===== src/rtl/logic_gate_unit.sv =====
// -----------------------------------------------------------------------------
// logic_gate_unit
//
// Purpose:
//   Registered, opcode-selected N-bit bitwise logic unit with a valid/ready
//   handshake and a single output register stage. An accumulate mode swaps
//   operand b for the last accepted result, so running AND/OR/XOR-style folds
//   can be built across beats.
//
// Optional feature:
//   LOGIC_GATE_UNIT_REDUCE_EN - when defined, adds the registered reduction
//   outputs red_and, red_or and red_xor of the result loaded into c.
//
// Ports:
//   clk        rising-edge clock
//   rst_n      asynchronous active-low reset
//   in_valid   input beat valid
//   in_ready   block can accept an input beat (combinational)
//   op         0 AND, 1 OR, 2 NAND, 3 NOR, 4 XOR, 5 XNOR, 6 NOT a, 7 PASS a
//   acc        1 = use the accumulator as operand b
//   acc_clr    synchronous accumulator clear, independent of the handshake
//   a, b       operands (b ignored when acc=1 or op is 6/7)
//   out_valid  result valid
//   out_ready  downstream accepts the result
//   c          registered result
//   red_and/red_or/red_xor  reductions of c (LOGIC_GATE_UNIT_REDUCE_EN only)
// -----------------------------------------------------------------------------
module logic_gate_unit #(
    parameter int           N        = 3,
    parameter logic [N-1:0] ACC_INIT = '0
) (
    input  logic         clk,
    input  logic         rst_n,
    input  logic         in_valid,
    output logic         in_ready,
    input  logic [2:0]   op,
    input  logic         acc,
    input  logic         acc_clr,
    input  logic [N-1:0] a,
    input  logic [N-1:0] b,
    output logic         out_valid,
    input  logic         out_ready,
    output logic [N-1:0] c
`ifdef LOGIC_GATE_UNIT_REDUCE_EN
    ,
    output logic         red_and,
    output logic         red_or,
    output logic         red_xor
`endif
);

    logic [N-1:0] acc_q;
    logic [N-1:0] operand_b;
    logic [N-1:0] result;
    logic         accept;

    // The output register may be refilled in the same cycle it drains.
    assign in_ready = !out_valid || out_ready;
    assign accept   = in_valid && in_ready;

    always_comb begin
        result    = '0;
        operand_b = acc ? acc_q : b;
        case (op)
            3'd0:    result = a & operand_b;
            3'd1:    result = a | operand_b;
            3'd2:    result = ~(a & operand_b);
            3'd3:    result = ~(a | operand_b);
            3'd4:    result = a ^ operand_b;
            3'd5:    result = ~(a ^ operand_b);
            3'd6:    result = ~a;
            default: result = a;
        endcase
    end

    always_ff @(posedge clk or negedge rst_n) begin
        if (!rst_n) begin
            out_valid <= 1'b0;
            c         <= '0;
        end else if (accept) begin
            out_valid <= 1'b1;
            c         <= result;
        end else if (out_ready) begin
            // Drain: c keeps its last value, only the valid flag drops.
            out_valid <= 1'b0;
        end
    end

    // The clear takes priority over the load; an accept in the same cycle
    // has already consumed the old accumulator value through operand_b.
    always_ff @(posedge clk or negedge rst_n) begin
        if (!rst_n) begin
            acc_q <= ACC_INIT;
        end else if (acc_clr) begin
            acc_q <= ACC_INIT;
        end else if (accept) begin
            acc_q <= result;
        end
    end

`ifdef LOGIC_GATE_UNIT_REDUCE_EN
    always_ff @(posedge clk or negedge rst_n) begin
        if (!rst_n) begin
            red_and <= 1'b0;
            red_or  <= 1'b0;
            red_xor <= 1'b0;
        end else if (accept) begin
            red_and <= &result;
            red_or  <= |result;
            red_xor <= ^result;
        end
    end
`endif

endmodule


===== config.mk =====
export PLATFORM = sky130hd
export DESIGN_NAME = logic_gate_unit
export DESIGN_NICKNAME = d
export VERILOG_FILES = /design/src/rtl/logic_gate_unit.sv
export SDC_FILE = /design/constraint.sdc
export NUM_CORES = 1
export LEC_CHECK = 0
export ABC_AREA = 0
export CAP_MARGIN = 20
export CORE_MARGIN = 5
export CORE_UTILIZATION = 45
export DETAILED_ROUTE_END_ITERATION = 16
export GPL_ROUTABILITY_DRIVEN = 0
export PLACE_DENSITY = 0.83
export SLEW_MARGIN = 20
export SYNTH_ARGS = -nofsm -noshare
export SYNTH_HDL_FRONTEND = slang
export SYNTH_SLANG_ARGS = --single-unit

===== constraint.sdc =====
create_clock -name clk -period 1.9 [get_ports clk]
set_input_delay 0.19 -clock clk [delete_from_list [all_inputs] [get_ports clk]]
set_output_delay 0.19 -clock clk [all_outputs]
set_load 0.05 [all_outputs]

==> run_1/power_grid.png <==
Pins as bars on the die edge. Tap cells in gray.
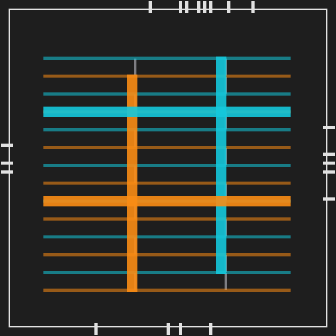
legend:
  cyan:
    net: VDD
  orange:
    net: VSS
met4 straps: 2
met1 rails: 14

==> run_1/placement_by_type.png <==
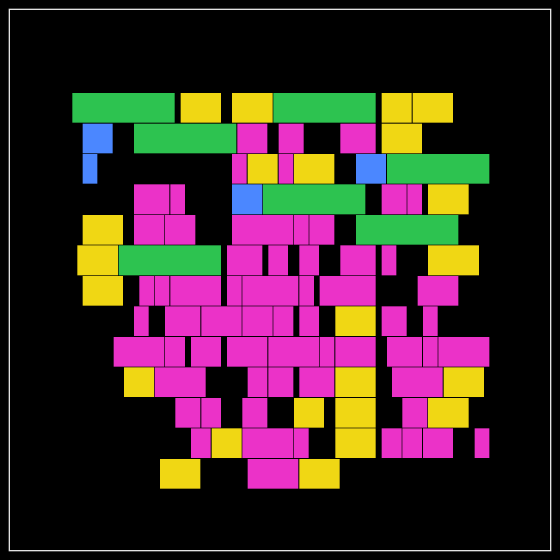
legend:
  blue:
    class: clock drivers and dummy loads
    cells: 4
    share_of_their_area: 3.0%
  yellow:
    class: other buffers and delay cells
    cells: 23
    share_of_their_area: 25%
  magenta:
    class: combinational and other logic
    cells: 62
    share_of_their_area: 52%
  green:
    class: flops
    cells: 7
    share_of_their_area: 20%

==> impl_metrics.json, run 1 <==
{
  "run_status": "completed",
  "setup-violations-final": 0,
  "critical_path.endpoint": "c[1]",
  "floorplan.core_area_um2": 1330,
  "rrSetupSlack_ns": 0.23,
  "area_leaders": "dfrtp_1 (27%), ha_1 (11%), mux2i_1 (6.1%)",
  "fin_total_pwr_mw": 0.547,
  "die_width_um": 48.2,
  "drive_gt1_share_pct": 15.6,
  "yosysUniqueCellTypes": 35,
  "maxCapViolations": 0,
  "cp_data_required_time_ns": 2.02,
  "synth-edff-count": 0,
  "cts-htree-levels": 1,
  "reg2regPathDepth": 6,
  "final_net_count": 118,
  "die_area_um2": 2320,
  "cts-buffers-inserted": 3,
  "antenna_found_initial": 0,
  "synth-cells-yosys": 73,
  "worst-slew-pin-transition_ns": 0.497,
  "grt_setup_unrepaired": "no",
  "postSynthCellCount": 73,
  "synth_async_sr_flop_share_pct": 100,
  "clockBufferDepth": 2,
  "crit_slowest_cell": "dfrtp_1",
  "max-vdd-ir-drop_uv": 450,
  "timing.critical_path.from_type": "flip-flop",
  "worstPathCellList": "mux2i_2 > ha_1 > or2_0 > a21oi_1 > a211o_1 > o211ai_1",
  "grt_first_pass_wirelength_mm": 2.23,
  "total_leakage_power_nw": 0.416,
  "detailed_place_hpwl_mm": 1.19,
  "cts_repair_resize_count": 0
}
==> run_1/clk_routes.png <==
Bar = 10 µm.
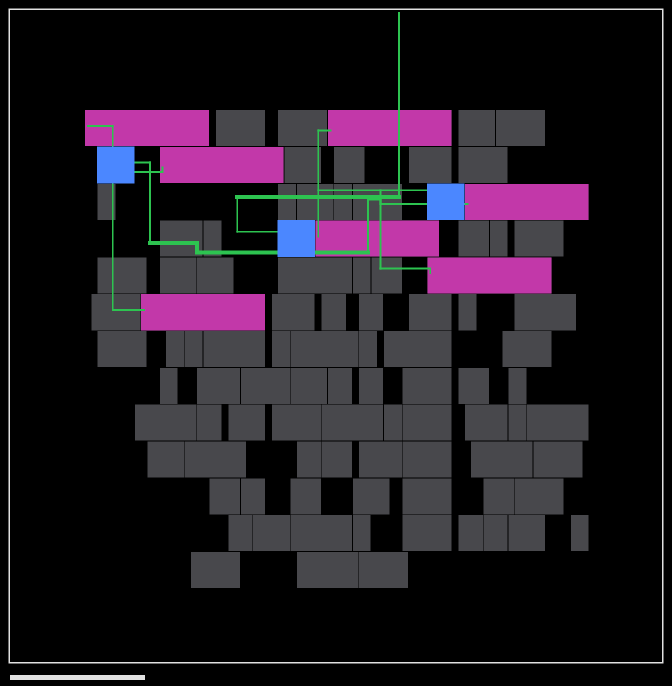
legend:
  blue:
    item: clock drivers
    count: 3
  green:
    item: clock wires
    length: 117 µm
  magenta:
    item: flip-flops
    count: 7
routed clock nets: 4
Clk power: 0.136 mW
part of the total power dissipated in the clock network: 24.8%
worst clock skew: 0.00506 ns
insertion delay to the later sink of the worst-skew pair: 0.25 ns

[run 1: per-stage QoR]
stage               setup WS (ns)  cells
floorplan                   0.151     73
global placement           -0.169    107
detailed placement         -0.206    107
CTS                        0.0469    111
global route                0.138    111
finish                      0.232    111
[run 1: worst min path at each step]
stage | start | to | slack, ns | depth (start not counted)
6_report | rst_n | out_valid | 0.19 | 1
5_1_grt | rst_n | c[1] | 0.22 | 1
4_1_cts | rst_n | acc_q[2] | 0.21 | 1
3_5_place_dp | rst_n | c[2] | 0.47 | 1
3_3_place_gp | rst_n | c[2] | 0.47 | 1
2_1_floorplan | rst_n | acc_q[0] | -0.11 | 0
[run 1: area by class of cell]
cell class | instances | area (µm²) | share of cell area, %
clock buffer | 4 | 26.3 | 2.95
inverter | 6 | 22.5 | 2.53
timing repair buffer | 23 | 220 | 24.8
tap | 15 | 18.8 | 2.11
sequential | 7 | 175 | 19.7
multi-input combinational | 56 | 427 | 48.0
[run 1: layer usage]
metal	routed length (µm)	vias to the layer above	global-route usage [%]	part of all wire, %
met3	88	0	5.90	5.9
met4	0	0	3.23	0
met1	646	264	17.3	44
li1	-	309	-	-
met2	745	13	22.9	50
met5	0	-	0	0
[run 1: registers in the layout (all words and copies together) (netlist names)]
name       flops
out_valid      1
acc_q          3
c              3
[run 1: cell families after synthesis]
family,Yosys count,share of synthesized area [%]
AOI/OAI and AO/OA,18,22.3
xor gates and xnor gates,2,2.67
buffers and inverters,10,9.35
adders and majority gates,6,11.5
muxes,4,6.11
DFF,7,26.7
and+or+nand+nor,26,21.4
[run 1: worst max-delay path, delay by kind of cell (launching register included)]
| kind | cells | cell delay (ns) |
|---|---|---|
| muxes | 1 | 0.21 |
| DFF | 1 | 0.40 |
| AOI/OAI and AO/OA | 3 | 0.43 |
| adders and majority gates | 1 | 0.28 |
| and+or+nand+nor | 1 | 0.22 |
[run 1: layout by cell type, fill, tap and decap left out, drive strengths merged, types with 2 or more instances in the layout]
| master | instances |
|---|---|
| nor3 | 2 |
| nor2b | 3 |
| nor2 | 5 |
| o21ai | 3 |
| clkbuf | 4 |
| nand3 | 2 |
| inv | 6 |
| nand2b | 3 |
| a21oi | 4 |
| ha | 6 |
| nand3b | 3 |
| nand2 | 5 |
| o211a | 2 |
| clkdlybuf4s50 | 17 |
| dfrtp | 7 |
| mux2i | 4 |
| buf | 5 |
[run 1: power by group]
group / internal [mW] / switching [mW]
Clock: 0.0802 / 0.0557
Sequential: 0.167 / 0.00959
Combinational: 0.103 / 0.132
==> run 1 -> run 2 <==
SLEW_MARGIN = 0   (was 20)
==> run_2/congestion.png <==
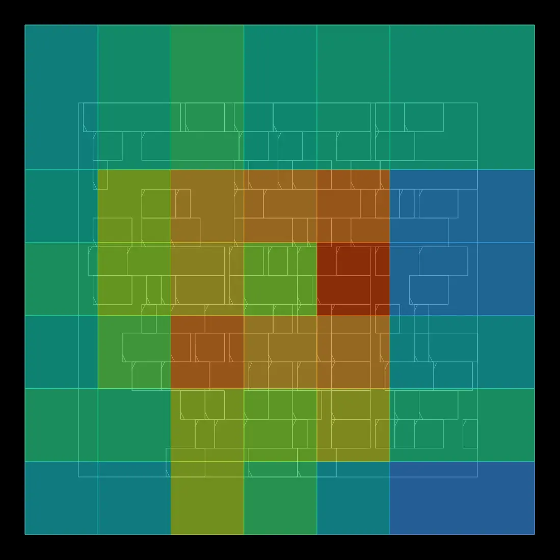
met1 Use GR: 17.3%
utilization of the core after routing: 66.7%

==> impl_metrics.json, run 2 <==
{
  "run_status": "completed",
  "final_net_count": 118,
  "finalNonFillerCells": 111,
  "final_cell_mix": "clkdlybuf4s50_1 (17), dfrtp_1 (7), inv_1 (6), ha_1 (6)",
  "post-place-cells": 107,
  "bufs_and_invs_on_worst_path": 0,
  "postSynthCellCount": 73,
  "clock.latency.late_pin_ns": 0.25,
  "synth_async_sr_flop_share_pct": 100,
  "layout.area.seq_um2": 175,
  "synth-cells-yosys": 73,
  "cts-htree-levels": 1,
  "worst_clock_skew_ns": 0.00506,
  "final_layout_top_logic_cell": "clkdlybuf4s50_1",
  "grt_first_pass_wirelength_mm": 2.23,
  "maxCapViolations": 0,
  "power_switching_share_pct": 35.9,
  "area_leaders": "dfrtp_1 (27%), ha_1 (11%), mux2i_1 (6.1%)",
  "pwr-share-comb_pct": 42.9,
  "post-place-ws_ns": -0.206,
  "worstPathCellList": "mux2i_2 > ha_1 > or2_0 > a21oi_1 > a211o_1 > o211ai_1",
  "floorplan.core_area_um2": 1330,
  "antenna_found_initial": 0,
  "final-comb-area_um2": 427,
  "reg.largest.list": "acc_q: 3 flops, c: 3 flops, out_valid: 1 flops",
  "p_int_mw": 0.351,
  "worst-slew-pin-transition_ns": 0.497,
  "timing.critical_path.from_type": "flip-flop",
  "setup-violations-final": 0,
  "die_width_um": 48.2
}
==> run_2/power_grid.png <==
Pins as bars on the die edge. Tap cells in gray.
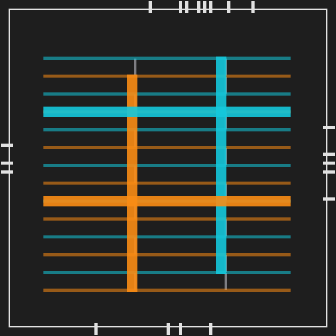
legend:
  orange:
    net: VSS
  cyan:
    net: VDD
rows: 13
tap cells: 15
signal pins: 20
met5 straps: 2
met1 rails: 14

run 2: cell counts in the layout (fill, tap and decap cells not counted):
Identical to the previous run, type by type.
run 2: power groups by stage:
stage               Clock, mW  Combinational (mW)  Sequential, mW
floorplan                   0               0.104           0.225
global placement            0               0.229           0.179
detailed placement          0               0.233           0.179
CTS                     0.139               0.235           0.176
global route            0.145               0.255           0.179
finish                  0.136               0.235           0.177
run 2: area by class of cell:
| class | count | share of cell area, % |
|---|---|---|
| Sequential cell | 7 | 19.7 |
| Timing Repair Buffer | 23 | 24.8 |
| Tap cell | 15 | 2.11 |
| Multi-Input combinational cell | 56 | 48.0 |
| Inverter | 6 | 2.53 |
| Clock buffer | 4 | 2.95 |
run 2: worst register-to-register path, delay by kind of cell (launching register included):
kind	cells	cell delay, ns
AND-OR/OR-AND	3	0.43
adder cells (fa/ha/maj)	1	0.28
flip-flops	1	0.40
multiplexers	1	0.21
AND/OR/NAND/NOR	1	0.22
run 2: cell families (layout without fill, tap and decap cells):
group           count (synthesis)  in the layout  share of synthesized area (%)
buf+inv                        10             33                           9.35
compound gates                 18             18                           22.3
xor+xnor                        2              2                           2.67
mux                             4              4                           6.11
flops                           7              7                           26.7
simple gates                   26             26                           21.4
fa+ha+maj                       6              6                           11.5
run 2: path summary, 6_finish.rpt:
check	from	to	slack, ns	depth (start not counted)
min in group clk	c[0]	c[0]	0.49	2
hold reg to reg	c[0]	c[0]	0.49	2
max in group asynchronous	rst_n	acc_q[0]	1.46	1
setup / recovery	acc_q[1]	c[1]	0.23	6
setup reg to reg	acc_q[1]	c[1]	0.23	6
hold / removal	rst_n	out_valid	0.19	1
run 2: routing by layer:
| layer | track usage [%] | up-vias | wire (µm) | part of all wire [%] |
|---|---|---|---|---|
| met5 | 0 | - | 0 | 0 |
| met4 | 3.23 | 0 | 0 | 0 |
| met3 | 5.90 | 0 | 88 | 5.9 |
| met2 | 22.9 | 13 | 745 | 50 |
| met1 | 17.3 | 264 | 646 | 44 |
| li1 | - | 309 | - | - |
run 2: repair_timing:
item                                   in CTS  in global routing
setup endpoints to repair                   0                  5
resized                                     0                  3
endpoints found under the hold margin       0                  0
Power figures rest on the tool's default switching activity, not on a simulated workload.
